**Run 1: cell density map**

Scale: 3 px per micron. 13 x 13 tiles, from dark blue (low) to red (high), 0 to 100% covered.
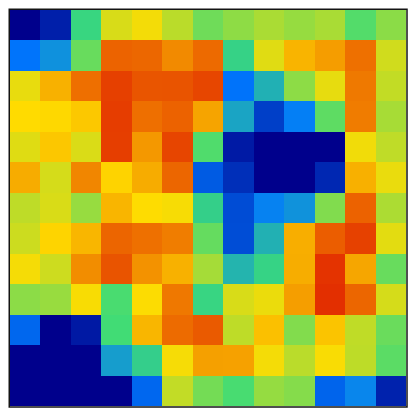
**Run 1: track usage over the die**

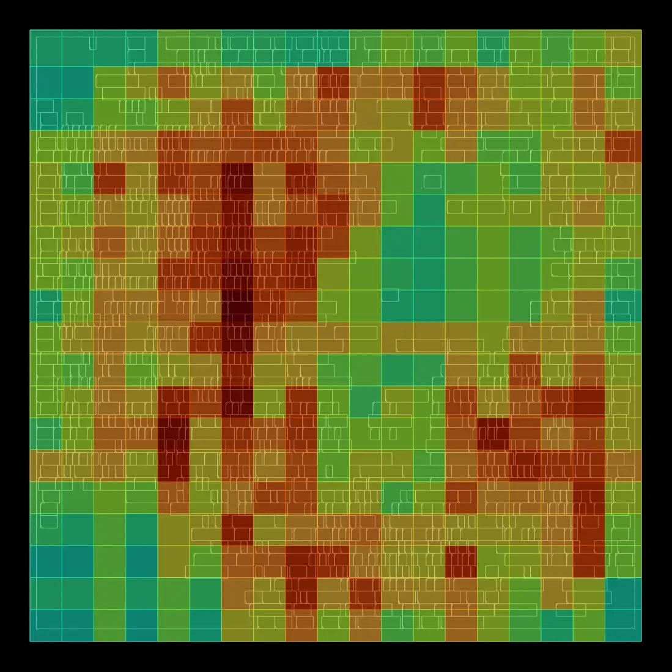
**Run 1: nets reached from selected ports**

Scale: 2 px per micron.
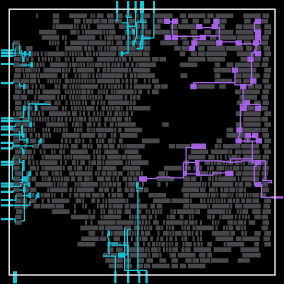
==> config.mk <==
export PLATFORM = sky130hd
export DESIGN_NAME = if_id_fetch_stage
export DESIGN_NICKNAME = d
export VERILOG_FILES = /design/src/rtl/if_id_fetch_stage.sv
export SDC_FILE = /design/constraint.sdc
export NUM_CORES = 1
export LEC_CHECK = 0
export ABC_AREA = 1
export CORE_UTILIZATION = 41
export DETAILED_ROUTE_END_ITERATION = 16
export GPL_ROUTABILITY_DRIVEN = 0
export PLACE_DENSITY = 0.88
export SYNTH_ARGS = -nofsm -noshare
export SYNTH_HDL_FRONTEND = slang
export SYNTH_SLANG_ARGS = --single-unit
==> constraint.sdc <==
create_clock -name Clk -period 1.7 [get_ports Clk]
set_input_delay 0.17 -clock Clk [delete_from_list [all_inputs] [get_ports Clk]]
set_output_delay 0.17 -clock Clk [all_outputs]
set_load 0.01 [all_outputs]
==> flow_summary.json, run 1 <==
{
  "timing.final.setup_violations": 0,
  "via_count": 7323,
  "mostFrequentLayoutCells": "nand2_1, clkdlybuf4s50_1, dfrtp_1",
  "final_period_minus_worst_setup_slack_ns": 1.69,
  "placed_cells_incl_taps": 1401,
  "net-switching-power_mw": 3.47,
  "synth_area_per_cell_sq_um": 7.48,
  "grt_first_pass_wirelength_microns": 34400,
  "grt_pass1_vias": 6786,
  "number_of_antenna_diodes": 0,
  "drive_above_1_share": 0.119,
  "met3_wirelength_microns": 1560,
  "timing.final.hold_violations": 0,
  "first_pass_detailed_route_iteration_total": 5,
  "syn_to_final_growth_pct": 54.0,
  "preCtsSetupSlack_ns": -0.0726,
  "flop2flop_setup_slack_ns": 0.09,
  "post_synth_mux_area_share": 0.00144,
  "synth.area.top_cells": "dfrtp_1, nand2_1, nor2_1, a22o_1, nand3_1",
  "seq_power_share": 0.354,
  "internal_power_of_the_cells_mw": 7.65,
  "grt.overflow.total": 0,
  "max_slew_margin": 0.641,
  "synthAoiAreaFrac": 0.0960,
  "global_router_s_overall_resource_usage": 0.252,
  "die_h_microns": 132,
  "max_stage_delay_ns": 0.55,
  "finish.cell_count_without_fillers": 1442,
  "count_of_clock_tree_sinks": 125,
  "comb_power_share": 0.293,
  "grt_util_met2": 0.427,
  "path_delay_family": "buffers and inverters",
  "static-leakage-power_nw": 5.01,
  "log.warning_count": 30,
  "synth.cellmix.simpleShare": 0.326,
  "cp-end-kind": "output port",
  "synth.yosys.seq_area_share": 0.451,
  "yosysUniqueCellTypes": 37,
  "grt.met1_usage": 0.303,
  "clock_insertion_delay_at_the_later_pin_of_the_skew_report_ns": 0.43,
  "critical_path.slowest_cell": "clkdlybuf4s50_1",
  "yosys-stat-cells": 927,
  "grt_start_max_net_pins": 38,
  "clockBufferDepth": 2,
  "yosysTopAreaCellShare": 0.451,
  "final.hold.worst_slack_ns": 0.278,
  "switching_share": 0.312,
  "grt-busiest-layer": "met2",
  "route.detailed.drc": 0,
  "wl_met2_microns": 10800,
  "cp.required_ns": 1.53,
  "worst_hold_path_type": "primary input to async pin",
  "ys_seq_elements": 125,
  "yosysWarningCount": 0,
  "routed_length_on_met1_microns": 8830,
  "topRoutingLayerUsed": "met4",
  "worst_path_class_setup": "flip-flop to output port",
  "dominant_power_group": "sequential cells",
  "crit_arrival_ns": 1.52,
  "synth.cell_area_sq_um": 6940,
  "synth_top_flop_cell": "dfrtp_1",
  "design_power_total_mw": 11.1,
  "worst_ir_drop_vdd_uv": 775,
  "row_count": 47,
  "cellPowerDensity_nw_per_um2": 1040,
  "ys_chip_area_sq_um": 6940,
  "largest_register_ff_count": 32,
  "count_of_flip_flops_with_a_built_in_enable_after_synthesis": 0,
  "total_detailed_routing_wirelength_microns": 21900,
  "pg_seq_mw": 3.94,
  "post_drt_via_cell_ratio": 5.08,
  "clock_skew_ns": 0.00980,
  "finalSetupTns_ns": 0,
  "run_status": "completed",
  "dp_hpwl_microns": 16300,
  "stdcell_area_sq_um": 10700
}
Notes on 'cell density map' above:
fullest tile: 95%
nearly empty tiles: 8.3%
emptiest ninth of the die: south-west
Core Footprint: 16,500 sq um
fp util: 0.420

Notes on 'track usage over the die' above:
met3 usage: 0.0565
routed len/inst: 15.2 microns

Notes on 'nets reached from selected ports' above:
legend:
  cyan:
    port: `BranchTarget`
    direction: input
    edge: 20 west, 6 south, 6 north
    end_cells: 30
    buffers: 30
    wire: 511 microns
  purple:
    port: `Stall_IFID`
    direction: input
    edge: east
    end_cells: 39
    buffers: 4
    wire: 430 microns
number of primary I/O pins: 247
Buffers on Ports: 238

==> run 1: what timing repair did <==
action | 4_1_cts | 5_1_grt
gates cloned | 0 | 1
pin swaps | 0 | 7
hold endpoints to repair | 33 | 0
endpoints found under the setup margin | 10 | 50
resized | 3 | 32
setup buffers | 0 | 7
hold buffers | 1 | 0
==> run 1: final cells by class <==
cell class / instances / area (sq um)
tap: 220 / 275
inverter: 65 / 246
sequential: 125 / 3130
clock inverter: 15 / 211
clock buffer: 17 / 425
fill: 1283 / 5850
timing repair buffer: 312 / 3060
multi-input combinational: 688 / 3330
==> run 1: cells in the mapped netlist (15+ instances only) <==
library cell,n
nand2_1,337
nor2_1,124
xor2_1,15
dfrtp_1,125
xnor2_1,15
a31oi_1,16
buf_4,24
nand3_1,54
inv_1,61
a22o_1,32
o21ai_0,35
==> run 2, diff against run 1 <==
Settings changed: RECOVER_POWER set to 25.
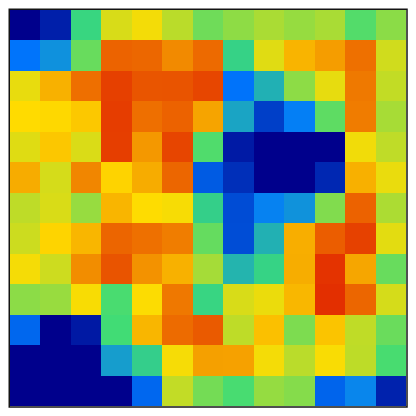
**Above:** run 2 (cell density map).
Scale: 3 px per micron. 13 x 13 tiles, from dark blue (low) to red (high), 0 to 100% covered.
tiles over 75% full: 36%
nearly empty tiles: 8.3%
densest ninth of the die: west
post-layout util: 0.646

==> run 2 against run 1 <==
Die area unchanged. Combinational power about the same. Maximum frequency is 0.12% lower. Non-clock buffer count unchanged. Global-route usage stayed put. Critical endpoint unchanged.
==> flow_summary.json, run 2 <==
{
  "path_delay_family": "buffers and inverters",
  "grt.met3_usage": 0.0565,
  "cp-end-kind": "output port",
  "grt.met1_usage": 0.303,
  "route.detailed.drc": 0,
  "synth_area_per_cell_sq_um": 7.48,
  "grt_pass1_vias": 6786,
  "worst_hold_path_type": "primary input to flip-flop",
  "postCtsResizedCells": 3,
  "grt_first_pass_wirelength_microns": 34400,
  "cellPowerDensity_nw_per_um2": 1040,
  "synth_top_flop_cell": "dfrtp_1",
  "pg_seq_mw": 3.94,
  "cts.htree.levels": 4,
  "synth.yosys.seq_area_share": 0.451,
  "synth.area.top_cells": "dfrtp_1, nand2_1, nor2_1, a22o_1, nand3_1",
  "synth.largest_area_cell": "dfrtp_1",
  "max_stage_delay_ns": 0.55,
  "timing.final.setup_violations": 0,
  "timing.final.hold_violations": 0,
  "design_power_total_mw": 11.1,
  "crit_arrival_ns": 1.52,
  "seq_power_share": 0.354,
  "ys_seq_elements": 125,
  "largest_register_ff_count": 32,
  "yosysWarningCount": 0,
  "grt_antenna_before_repair": 0,
  "flop2flop_setup_slack_ns": 0.09,
  "yosysTopAreaCellShare": 0.451,
  "yosysUniqueCellTypes": 37,
  "switching_share": 0.312,
  "global_router_s_overall_resource_usage": 0.252,
  "syn_to_final_growth_pct": 53.9,
  "ff_latch_area_sq_um": 3130,
  "post_drt_via_cell_ratio": 5.09,
  "via_count": 7344,
  "max_slew_margin": 0.302,
  "buffers_excl_clock": 312,
  "synth.cell_area_sq_um": 6940,
  "routed_length_on_met1_microns": 8750,
  "n_tap_cell": 220,
  "final_period_minus_worst_setup_slack_ns": 1.69,
  "dp_hpwl_microns": 16300,
  "combAreaFraction": 0.312,
  "post_cts_hold_fix_buffer_tally": 1,
  "comb_power_share": 0.292,
  "fillCellCount": 1283,
  "grt-busiest-layer": "met2",
  "core_util_floorplan": 0.420,
  "count_of_clock_tree_sinks": 125,
  "die_h_microns": 132,
  "final-nonclk-buf-share": 0.286,
  "row_count": 47,
  "worst_ir_drop_vdd_uv": 774,
  "wl_met2_microns": 10800,
  "wl_per_cell_microns": 15.2,
  "cp.required_ns": 1.53,
  "total_detailed_routing_wirelength_microns": 21900,
  "worst_path_class_setup": "flip-flop to output port",
  "topRoutingLayerUsed": "met4",
  "first_pass_detailed_route_iteration_total": 5,
  "met3_wirelength_microns": 1660,
  "critical_path.slowest_cell": "clkdlybuf4s50_1",
  "number_of_cts_inserted_buffers": 17,
  "static-leakage-power_nw": 5.01,
  "drive_above_1_share": 0.118,
  "buffer_ports.inserted": 238,
  "num-nonclk-inverters": 65,
  "run_status": "completed",
  "largestClassByArea": "combinational gates",
  "internal_power_of_the_cells_mw": 7.65,
  "cts_setup_buffers": 0,
  "area.combinational_sq_um": 3330,
  "design.seq.count": 125,
  "dominant_power_group": "sequential cells",
  "design.portCount": 247,
  "clockBufferDepth": 2,
  "fp.dieW_microns": 132,
  "number_of_antenna_diodes": 0,
  "core_sq_um": 16500,
  "num-clock-buffers": 17,
  "yosys-stat-cells": 927,
  "grt_util_met2": 0.427,
  "count_of_flip_flops_with_a_built_in_enable_after_synthesis": 0
}
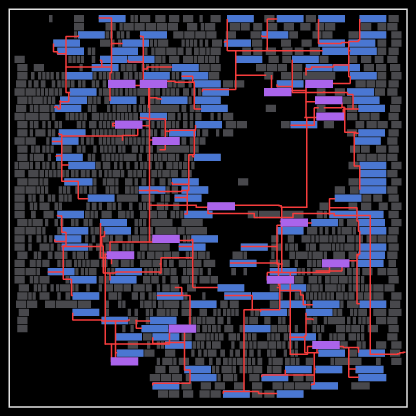
**Above:** run 2 (routed clock nets over the placement).
Scale: 3 px per micron.
legend:
  purple:
    item: clock drivers
    count: 17
  blue:
    item: flip-flops
    count: 125
  red:
    item: clock wires
    length: 1,730 microns
flops lie: spread over the die
routed clock nets: 18
clock insertion delay at the later pin of the skew report: 0.42 ns
clock network power: 3.93 mW
clock share of power: 0.353
clock skew: 0.00698 ns

[run 2: cell counts after synthesis]
Identical to the previous run, type by type.
[run 2: cell families after synthesis]
logic type / share of synthesized area
fa+ha+maj: 0.00541
other cells: 0.000541
flops: 0.451
simple gates: 0.326
buf+inv: 0.0817
mux: 0.00144
compound gates: 0.0960
xor+xnor: 0.0379
[run 2: per-stage QoR]
stage	setup slack, ns	instance area, sq um	hold slack [ns]	std cells	TNS, ns
after floorplan	0.0363	6950	-0.126	930	0
after global placement	-0.0393	9880	0.182	1401	-0.214
after detailed placement	-0.0726	9880	0.186	1401	-0.689
after CTS	0.00657	10500	0.291	1434	0
after global routing	-0.0365	10700	0.345	1442	-0.0477
final	0.00683	10700	0.338	1442	0
No activity file was given, so power comes from the tool's default toggle rates.
